[config.mk]
export PLATFORM = sky130hd
export DESIGN_NAME = aula0511_qsys_stream_mem_loader
export DESIGN_NICKNAME = d
export VERILOG_FILES = /design/src/rtl/aula0511_qsys_stream_mem_loader.sv
export SDC_FILE = /design/constraint.sdc
export NUM_CORES = 1
export LEC_CHECK = 0
export ABC_CLOCK_PERIOD_IN_PS = 5700
export CAP_MARGIN = 0
export CORE_AREA = 2 2 107 109
export DETAILED_ROUTE_END_ITERATION = 8
export DIE_AREA = 0 0 109 111
export PLACE_DENSITY = 0.75
export SLEW_MARGIN = 20
export SYNTH_ARGS = -nofsm -noshare
export SYNTH_HDL_FRONTEND = slang
export SYNTH_SLANG_ARGS = --single-unit
[constraint.sdc]
create_clock -name clk -period 5.7 [get_ports clk]
set_input_delay 0.855 -clock clk [delete_from_list [all_inputs] [get_ports clk]]
set_output_delay 0.855 -clock clk [all_outputs]
set_load 0.01 [all_outputs]
[src/rtl/aula0511_qsys_stream_mem_loader.sv]
// Byte-stream to Avalon-MM word loader for single-port on-chip RAM.
// Packs bytes little-endian and writes sequential words from a base address.
module aula0511_qsys_stream_mem_loader #(
    parameter int ADDR_W = 14,
    parameter int DEPTH  = 10240
) (
    input  logic              clk,
    input  logic              reset_n,
    input  logic              start,
    input  logic [ADDR_W-1:0] base_addr,
    input  logic [14:0]       word_limit,
    input  logic [7:0]        in_data,
    input  logic              in_valid,
    output logic              in_ready,
    input  logic              in_last,
    output logic [ADDR_W-1:0] m_address,
    output logic [3:0]        m_byteenable,
    output logic              m_chipselect,
    output logic              m_write,
    output logic [31:0]       m_writedata,
    output logic              m_clken,
    output logic              busy,
    output logic              done,
    output logic              overflow,
    output logic [14:0]       words_written
);

    typedef enum logic [1:0] {
        IDLE,
        PACK,
        WRITE,
        DONE
    } state_t;

    state_t            state;
    logic [ADDR_W-1:0] ptr;
    logic [14:0]       lim;
    logic [14:0]       cnt;
    logic [1:0]        lane;
    logic [31:0]       data_reg;
    logic [3:0]        be_reg;
    logic              last_seen;

    logic              xfer;
    logic [3:0]        be_nxt;
    logic [14:0]       cnt_inc;
    logic              ptr_top;

    assign xfer    = in_valid & in_ready;
    assign be_nxt  = be_reg | (4'b0001 << lane);
    assign cnt_inc = cnt + 15'd1;
    assign ptr_top = (ptr == ADDR_W'(DEPTH - 1));

    // Address and data come straight from the working registers;
    // the byte enable and strobes qualify them in WRITE only.
    assign m_address   = ptr;
    assign m_writedata = data_reg;
    assign m_clken     = 1'b1;

    always_ff @(posedge clk or negedge reset_n) begin
        if (!reset_n) begin
            state         <= IDLE;
            ptr           <= '0;
            lim           <= '0;
            cnt           <= '0;
            lane          <= '0;
            data_reg      <= '0;
            be_reg        <= '0;
            last_seen     <= 1'b0;
            in_ready      <= 1'b0;
            m_byteenable  <= '0;
            m_chipselect  <= 1'b0;
            m_write       <= 1'b0;
            busy          <= 1'b0;
            done          <= 1'b0;
            overflow      <= 1'b0;
            words_written <= '0;
        end else begin
            unique case (state)
                IDLE: begin
                    if (start) begin
                        ptr           <= base_addr;
                        lim           <= word_limit;
                        cnt           <= '0;
                        lane          <= '0;
                        data_reg      <= '0;
                        be_reg        <= '0;
                        last_seen     <= 1'b0;
                        overflow      <= 1'b0;
                        words_written <= '0;
                        if (word_limit == 15'd0) begin
                            state <= DONE;
                            done  <= 1'b1;
                        end else begin
                            state    <= PACK;
                            in_ready <= 1'b1;
                            busy     <= 1'b1;
                        end
                    end
                end
                PACK: begin
                    if (xfer) begin
                        data_reg[8*lane +: 8] <= in_data;
                        be_reg                <= be_nxt;
                        lane                  <= lane + 2'd1;
                        if (lane == 2'd3 || in_last) begin
                            state        <= WRITE;
                            last_seen    <= in_last;
                            in_ready     <= 1'b0;
                            m_chipselect <= 1'b1;
                            m_write      <= 1'b1;
                            m_byteenable <= be_nxt;
                        end
                    end
                end
                WRITE: begin
                    m_chipselect  <= 1'b0;
                    m_write       <= 1'b0;
                    m_byteenable  <= '0;
                    ptr           <= ptr_top ? '0 : ptr + 1'b1;
                    cnt           <= cnt_inc;
                    words_written <= cnt_inc;
                    lane          <= '0;
                    data_reg      <= '0;
                    be_reg        <= '0;
                    if (last_seen) begin
                        state <= DONE;
                        done  <= 1'b1;
                        busy  <= 1'b0;
                    end else if (cnt_inc == lim) begin
                        state    <= DONE;
                        done     <= 1'b1;
                        busy     <= 1'b0;
                        overflow <= 1'b1;
                    end else begin
                        state    <= PACK;
                        in_ready <= 1'b1;
                    end
                end
                DONE: begin
                    done  <= 1'b0;
                    state <= IDLE;
                end
                default: state <= IDLE;
            endcase
        end
    end

endmodule
==> run_1/logic_types.png <==
Scale: 3 px per um.
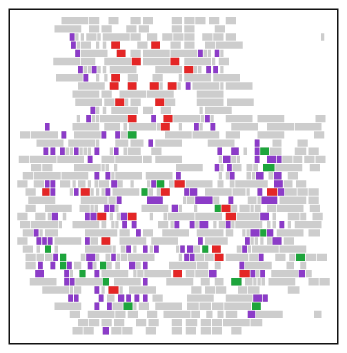
green -> and/or cells  # cells 18
red -> non-inverting ao/oa cells  # cells 31
purple -> aoi and oai cells  # cells 131

==> run_1/placement_by_type.png <==
Scale: 3 px per um. Fill, decap, tap and diode cells in gray.
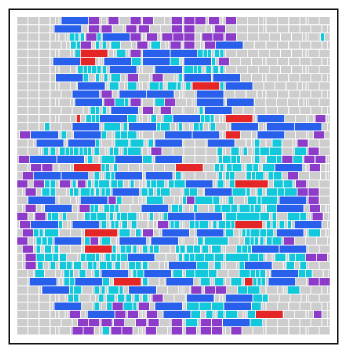
blue -> sequential cells  # cells 94, share of their area 38%
purple -> remaining buffers and delay cells  # cells 116, share of their area 19%
red -> clock drivers and dummy loads  # cells 15, share of their area 5.3%
cyan -> combinational and other logic  # cells 383, share of their area 38%

==> impl_metrics.tcl, run 1 <==
# implementation run metrics
set metrics [dict create \
    status "finished clean" \
    core-area_sq_um 11100 \
    skew_ns 0.00587 \
    synthDistinctLibCells 66 \
    synth_top_area_share 0.484 \
    seq_power_share 0.384 \
    mux_share 0.0366 \
    core.rowCount 39 \
    slew_viol_final 0 \
    aoi_share 0.212 \
    drt-pass1-iter-count 4 \
    crit_chain "ha_1 > nand3_1 > nor4_2 > xor2_1 > a32oi_1 > a41oi_2 > a211o_1" \
    hold_buffers 0 \
    ff_count 94 \
    path_buffers 0 \
    combGateArea_sq_um 2310 \
    min_period_ns 2.88 \
    ff_type "dfrtp_1" \
    cp-start-kind "flip-flop" \
    p_comb_frac 0.371 \
    largest_reg_flops 32 \
    instances_no_fill 751 \
    p_switching_w 0.000985 \
    ys_ff 94 \
    common_cells "dfrtp_1, nand2_1, o21ai_0" \
    logic_family "AND-OR/OR-AND gates" \
    yosysTopAreaCell "dfrtp_1" \
    flop_area_sq_um 2350 \
    place_area_sq_um 6020 \
    rr_worst_depth 7 \
    critPathMaxStageDelay_ns 0.55 \
    ys_warn_count 0 \
    clock_latency_ns 0.35 \
    tool_warnings 29 \
    nClkBuffers 12 \
    clock-root-buffer "clkbuf_16" \
    grt_use_total 0.227 \
    clkPwrFrac 0.245 \
    crit_path_end_kind "flip-flop" \
    syn_nets 553 \
    critical-path-top-delay-family "simple AND/OR/NAND/NOR gates" \
    p_per_area_nw_per_um2 425 \
    rsz0062_at_grt "false" \
    largest_cell_class "registers" \
    dp.cells 736 \
    syn_area_per_cell_sq_um 9.62 \
    sh_seq_area 0.370 \
    ys_sh_xor 0.0252 \
    hpwl_mm 9.53 \
]
==> run_1/layer_met3.png <==
Scale: 4 px per um.
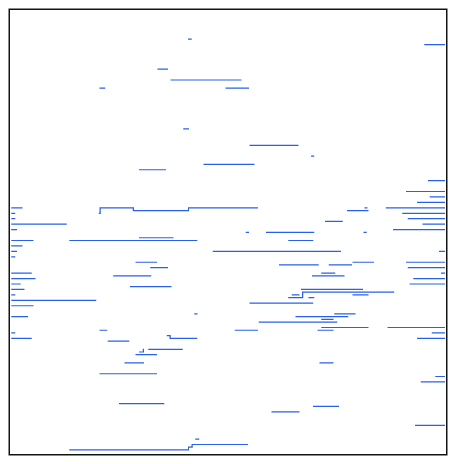
nets with wire on the layer = 79
longest straight run = 31.7 um

## run 1: through the flow
step           utilization  total power [W]  hold WS, ns  worst slack [ns]
2_1_floorplan            -          0.00163        0.463              3.42
3_3_place_gp         0.544          0.00201        0.467              2.73
3_5_place_dp         0.544          0.00204        0.481              2.66
6_report             0.573          0.00270        0.486              2.82
5_1_grt              0.573          0.00287        0.522              2.65
4_1_cts              0.573          0.00271        0.491              2.84
## run 1: worst paths after layout
path | end | start | slack [ns]
worst max-delay path | in_ready | cnt[0] | 2.82
worst min-delay path | m_writedata[5] | m_writedata[5] | 0.49
worst max register to register | in_ready | cnt[0] | 2.82
worst min register to register | m_writedata[5] | m_writedata[5] | 0.49
max in group asynchronous | cnt[7] | reset_n | 4.13
min in group asynchronous | cnt[14] | reset_n | 0.51
## run 1: per-layer routing
layer | wire [um] | global-route usage
met5 | 0 | 0
met4 | 276 | 0.0974
met3 | 744 | 0.0394
met2 | 6660 | 0.366
met1 | 5610 | 0.296
## run 1: cells by family (layout without fill, tap and decap cells)
logic type / after synthesis / after routing
AOI/OAI and AO/OA: 162 / 162
muxes: 16 / 16
other: 1 / 1
buffers and inverters: 39 / 142
xor gates and xnor gates: 14 / 14
adders and majority gates: 6 / 6
and+or+nand+nor: 173 / 173
DFF: 94 / 94
## run 1: power groups by stage
stage | Sequential [W] | Combinational (W) | Clock, W
after floorplan | 0.00102 | 0.000612 | 0
after global placement | 0.00104 | 0.000971 | 0
after detailed placement | 0.00104 | 0.000998 | 0
after CTS | 0.00103 | 0.00101 | 0.000669
after global routing | 0.00106 | 0.00111 | 0.000694
final | 0.00104 | 0.00100 | 0.000662
==> run_1/sizes.png <==
Scale: 3 px per um.
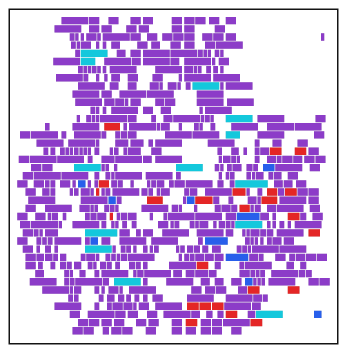

==> run 2: changes to the inputs <==
- ABC_CLOCK_PERIOD_IN_PS: 5700 -> 2900
- clock period: 5.7 -> 2.9 ns (I/O delays scaled with it)
==> run_2/sizes.png <==
Scale: 3 px per um.
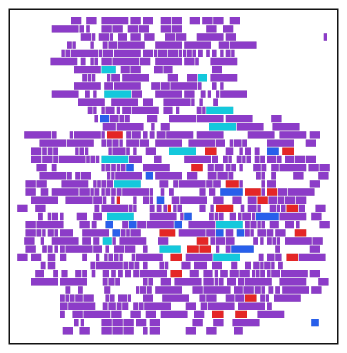
purple -> _0 and _1 cells  # cells 562, most used clkdlybuf4s50_1
cyan -> _6 and larger  # cells 13, most used clkbuf_16
blue -> _3 and _4 cells  # cells 16, most used buf_4
red -> _2 cells  # cells 23, most used mux2_2

==> run_2/congestion.png <==
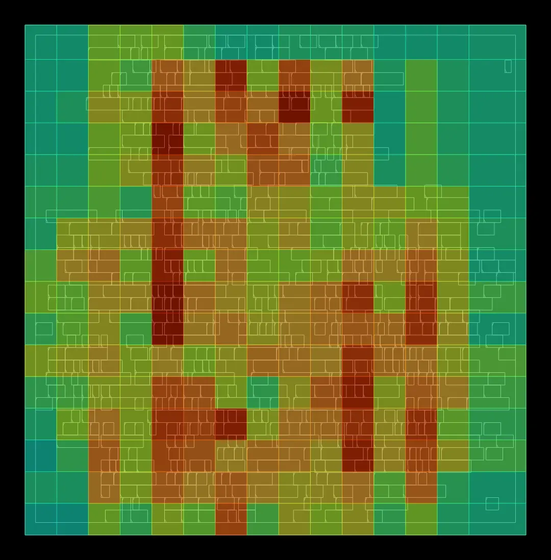
M3 GR Usage: 0.0300
Final Util: 0.574
GR Layer Usage met2: 0.352
GRT Total Usage: 0.223

==> impl_metrics.tcl, run 2 <==
# implementation run metrics
set metrics [dict create \
    critical-path-top-delay-family "AND-OR/OR-AND gates" \
    route.met3.wl_um 699 \
    ff_type "dfrtp_1" \
    syn_area_per_cell_sq_um 9.62 \
    power_w 0.00516 \
    ys_warn_count 0 \
    min_period_ns 2.53 \
    instances_no_fill 757 \
    status "finished clean" \
    synth_top_area_share 0.484 \
    rrSetupSlack_ns 0.37 \
    fin_ws_ns 0.367 \
    drt-pass1-iter-count 5 \
    path_buffers 1 \
    critPathMaxStageDelay_ns 0.51 \
    hold_buffers 0 \
    rsz0062_at_grt "false" \
    common_cells "dfrtp_1, nand2_1, o21ai_0" \
    grt_use_met1 0.305 \
    rr_worst_depth 8 \
    slew_viol_final 0 \
    hold_slack_ns 0.116 \
    p_per_area_nw_per_um2 812 \
    syn_nets 553 \
    r2r-end "in_ready" \
    busiest_layer "met2" \
    hpwl_mm 9.57 \
    place_area_sq_um 6070 \
    tool_warnings 29 \
    r2r-start "cnt[0]" \
    core-area_sq_um 11100 \
    ys_ff 94 \
    clock_latency_ns 0.33 \
    clock-root-buffer "clkbuf_16" \
    synthDistinctLibCells 66 \
    cp-start-kind "flip-flop" \
    p_comb_frac 0.389 \
    skew_ns 0.00848 \
]
[run 2: worst max path at each step]
stage,start,endpoint,depth (start not counted)
finish,cnt[0],in_ready,8
global route,cnt[0],in_ready,8
CTS,cnt[0],in_ready,8
detailed placement,cnt[0],in_ready,8
global placement,cnt[0],in_ready,8
floorplan,cnt[0],in_ready,8
[run 2: worst register-to-register path: cells and delay by family, from the launching register on]
family / cells / cell delay [ns]
AOI/OAI and AO/OA: 4 / 0.90
buffers and inverters: 1 / 0.23
and+or+nand+nor: 2 / 0.45
adders and majority gates: 1 / 0.34
DFF: 1 / 0.51
[run 2: kinds of logic (layout without fill, tap and decap cells)]
family / Yosys count / count (layout) / share of synthesized area
muxes: 16 / 16 / 0.0366
adders and majority gates: 6 / 6 / 0.0155
DFF: 94 / 94 / 0.484
AOI/OAI and AO/OA: 162 / 162 / 0.212
other: 1 / 1 / 0.000772
xor gates and xnor gates: 14 / 14 / 0.0252
buffers and inverters: 39 / 148 / 0.0422
and+or+nand+nor: 173 / 173 / 0.184
[run 2: layout make-up]
cell class	instances	area, sq um
Inverter	11	41.3
Fill cell	933	4720
Tap cell	143	179
Sequential cell	94	2350
Timing Repair Buffer	121	1200
Clock inverter	5	41.3
Clock buffer	11	243
Multi-Input combinational cell	372	2300
[run 2: power by group through the flow]
| stage | clock (W) | combinational (W) | sequential, W |
|---|---|---|---|
| final | 0.00114 | 0.00201 | 0.00202 |
| after floorplan | 0 | 0.00120 | 0.00201 |
| after global placement | 0 | 0.00195 | 0.00202 |
| after detailed placement | 0 | 0.00201 | 0.00203 |
| after global routing | 0.00121 | 0.00222 | 0.00206 |
| after CTS | 0.00115 | 0.00202 | 0.00201 |
==> run_2/placement_by_type.png <==
Scale: 3 px per um. Fill, decap, tap and diode cells in gray.
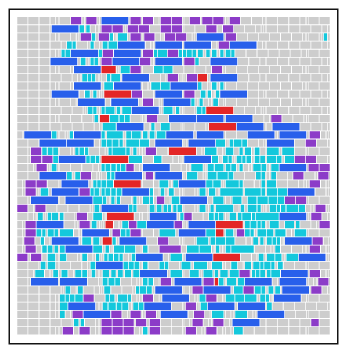

==> run 3: changes to the inputs <==
- GPL_TIMING_DRIVEN: unset -> 0
==> run_3/placement_by_type.png <==
Scale: 3 px per um. Fill, decap, tap and diode cells in gray.
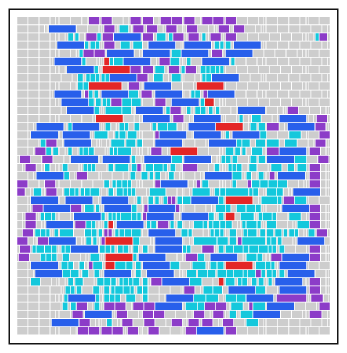
cyan -> combinational and other logic  # cells 383, share of their area 37%
red -> clock drivers and dummy loads  # cells 16, share of their area 4.7%
blue -> sequential cells  # cells 94, share of their area 37%
purple -> remaining buffers and delay cells  # cells 142, share of their area 21%

==> run_3/layer_met3.png <==
Scale: 4 px per um.
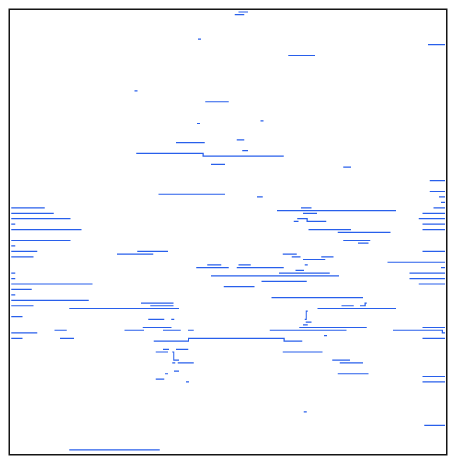
wire length on this layer = 800 um
main direction = horizontal
longest straight run = 31.7 um

==> impl_metrics.tcl, run 3 <==
# implementation run metrics
set metrics [dict create \
    status "finished clean" \
    max_freq_mhz 381 \
    fin_util 0.586 \
    ys_ff 94 \
    path_buffers 1 \
    startpoint "cnt[0]" \
    instances_no_fill 778 \
    clock_latency_ns 0.34 \
    syn_area_per_cell_sq_um 9.62 \
    boundaryPins 114 \
    largest_reg_flops 32 \
    place_area_sq_um 6190 \
    critical-path-top-delay-family "simple AND/OR/NAND/NOR gates" \
    die_area_sq_um 12100 \
    max-vdd-ir-drop_uv 472 \
    tightest_slew_ns 0.707 \
    crit_required_ns 3.13 \
    skew_ns 0.00546 \
    p_per_area_nw_per_um2 816 \
    hpwl_mm 10.1 \
    ant_nets 0 \
    synthArstFlopShare 1.00 \
    portBuffers 112 \
    syn_nets 553 \
    critPathMaxStageDelay_ns 0.53 \
    min_period_ns 2.62 \
    syn_inst 505 \
    tool_warnings 29 \
    clk_path_buf_depth 2 \
    place_congestion 0.922 \
    synth_top_area_share 0.484 \
    ctsHtreeMaxLevel 3 \
    fillCellCount 979 \
    place_ws_ns 0.0688 \
    drt-total-wl_mm 13.6 \
    clock-root-buffer "clkbuf_16" \
    synth.most_common_cell "dfrtp_1" \
    rrSetupSlack_ns 0.28 \
    hold_viol_final 0 \
    topCellsByArea "dfrtp_1, o21ai_0, nand2_1, a22o_1, mux2_2" \
    syn_area_sq_um 4860 \
    drt-pass1-iter-count 5 \
    common_cells "dfrtp_1, nand2_1, o21ai_0" \
    arrival_ns 2.85 \
    slew_viol_final 0 \
    synthDistinctLibCells 66 \
    core-area_sq_um 11100 \
    route.met3.wl_um 800 \
    r2r-start "cnt[0]" \
    drive_gt1_frac 0.0882 \
    route.met2.wl_mm 6.60 \
    cp-start-kind "flip-flop" \
    power_w 0.00530 \
    ys_warn_count 0 \
    hold_slack_ns 0.493 \
    grt_overflow 0 \
    crit_path_end_kind "flip-flop" \
    core.rowCount 39 \
    avgRoutedWirePerCell_um 17.5 \
    clock_sinks 94 \
    wl_met1_mm 5.91 \
    ff_type "dfrtp_1" \
    viasPerCell 5.71 \
    fin_area_sq_um 6490 \
    grt_use_total 0.235 \
    rsz0062_at_grt "false" \
    dp.cells 761 \
    fin_ws_ns 0.276 \
    setup_violations 0 \
]
==> run 3: cell families after synthesis <==
| group | count (synthesis) | synth area share |
|---|---|---|
| XOR/XNOR | 14 | 0.0252 |
| buffers and inverters | 39 | 0.0422 |
| multiplexers | 16 | 0.0366 |
| AND/OR/NAND/NOR | 173 | 0.184 |
| AND-OR/OR-AND | 162 | 0.212 |
| flip-flops | 94 | 0.484 |
| other | 1 | 0.000772 |
| adder cells (fa/ha/maj) | 6 | 0.0155 |
==> run 3: cell type report <==
| cell class | count | area (sq um) | area share |
|---|---|---|---|
| Multi-Input combinational cell | 372 | 2300 | 0.354 |
| Inverter | 11 | 41.3 | 0.00636 |
| Clock inverter | 7 | 71.3 | 0.0110 |
| Buffer | 28 | 164 | 0.0252 |
| Timing Repair Buffer | 114 | 1160 | 0.179 |
| Sequential cell | 94 | 2350 | 0.362 |
| Tap cell | 143 | 179 | 0.0276 |
| Clock buffer | 9 | 225 | 0.0347 |
==> run 3: final timing paths <==
path / end / cells after the start
max in group asynchronous: m_writedata[10] / 3
hold reg to reg: m_writedata[7] / 2
setup reg to reg: in_ready / 8
min in group asynchronous: cnt[2] / 2
hold / removal: m_writedata[7] / 2
setup / recovery: in_ready / 8
==> run 3: power by group <==
part	internal (W)	leakage, nW	total (W)	switching, W
Clock	0.000673	0.150	0.00120	0.000526
Sequential	0.00165	1.22	0.00200	0.000355
Combinational	0.000959	1.26	0.00209	0.00113
==> run 3: routing by layer <==
layer	track usage	vias to the layer above
li1	-	2093
met1	0.321	2138
met2	0.373	185
met3	0.0429	29
met4	0.0863	0
met5	0	-
==> run 3: repair_timing <==
item                      in CTS  in global routing
setup buffers                  0                  0
hold endpoints to repair      24                  0
hold buffers                   1                  0
Power is estimated from default activity; no workload was simulated.
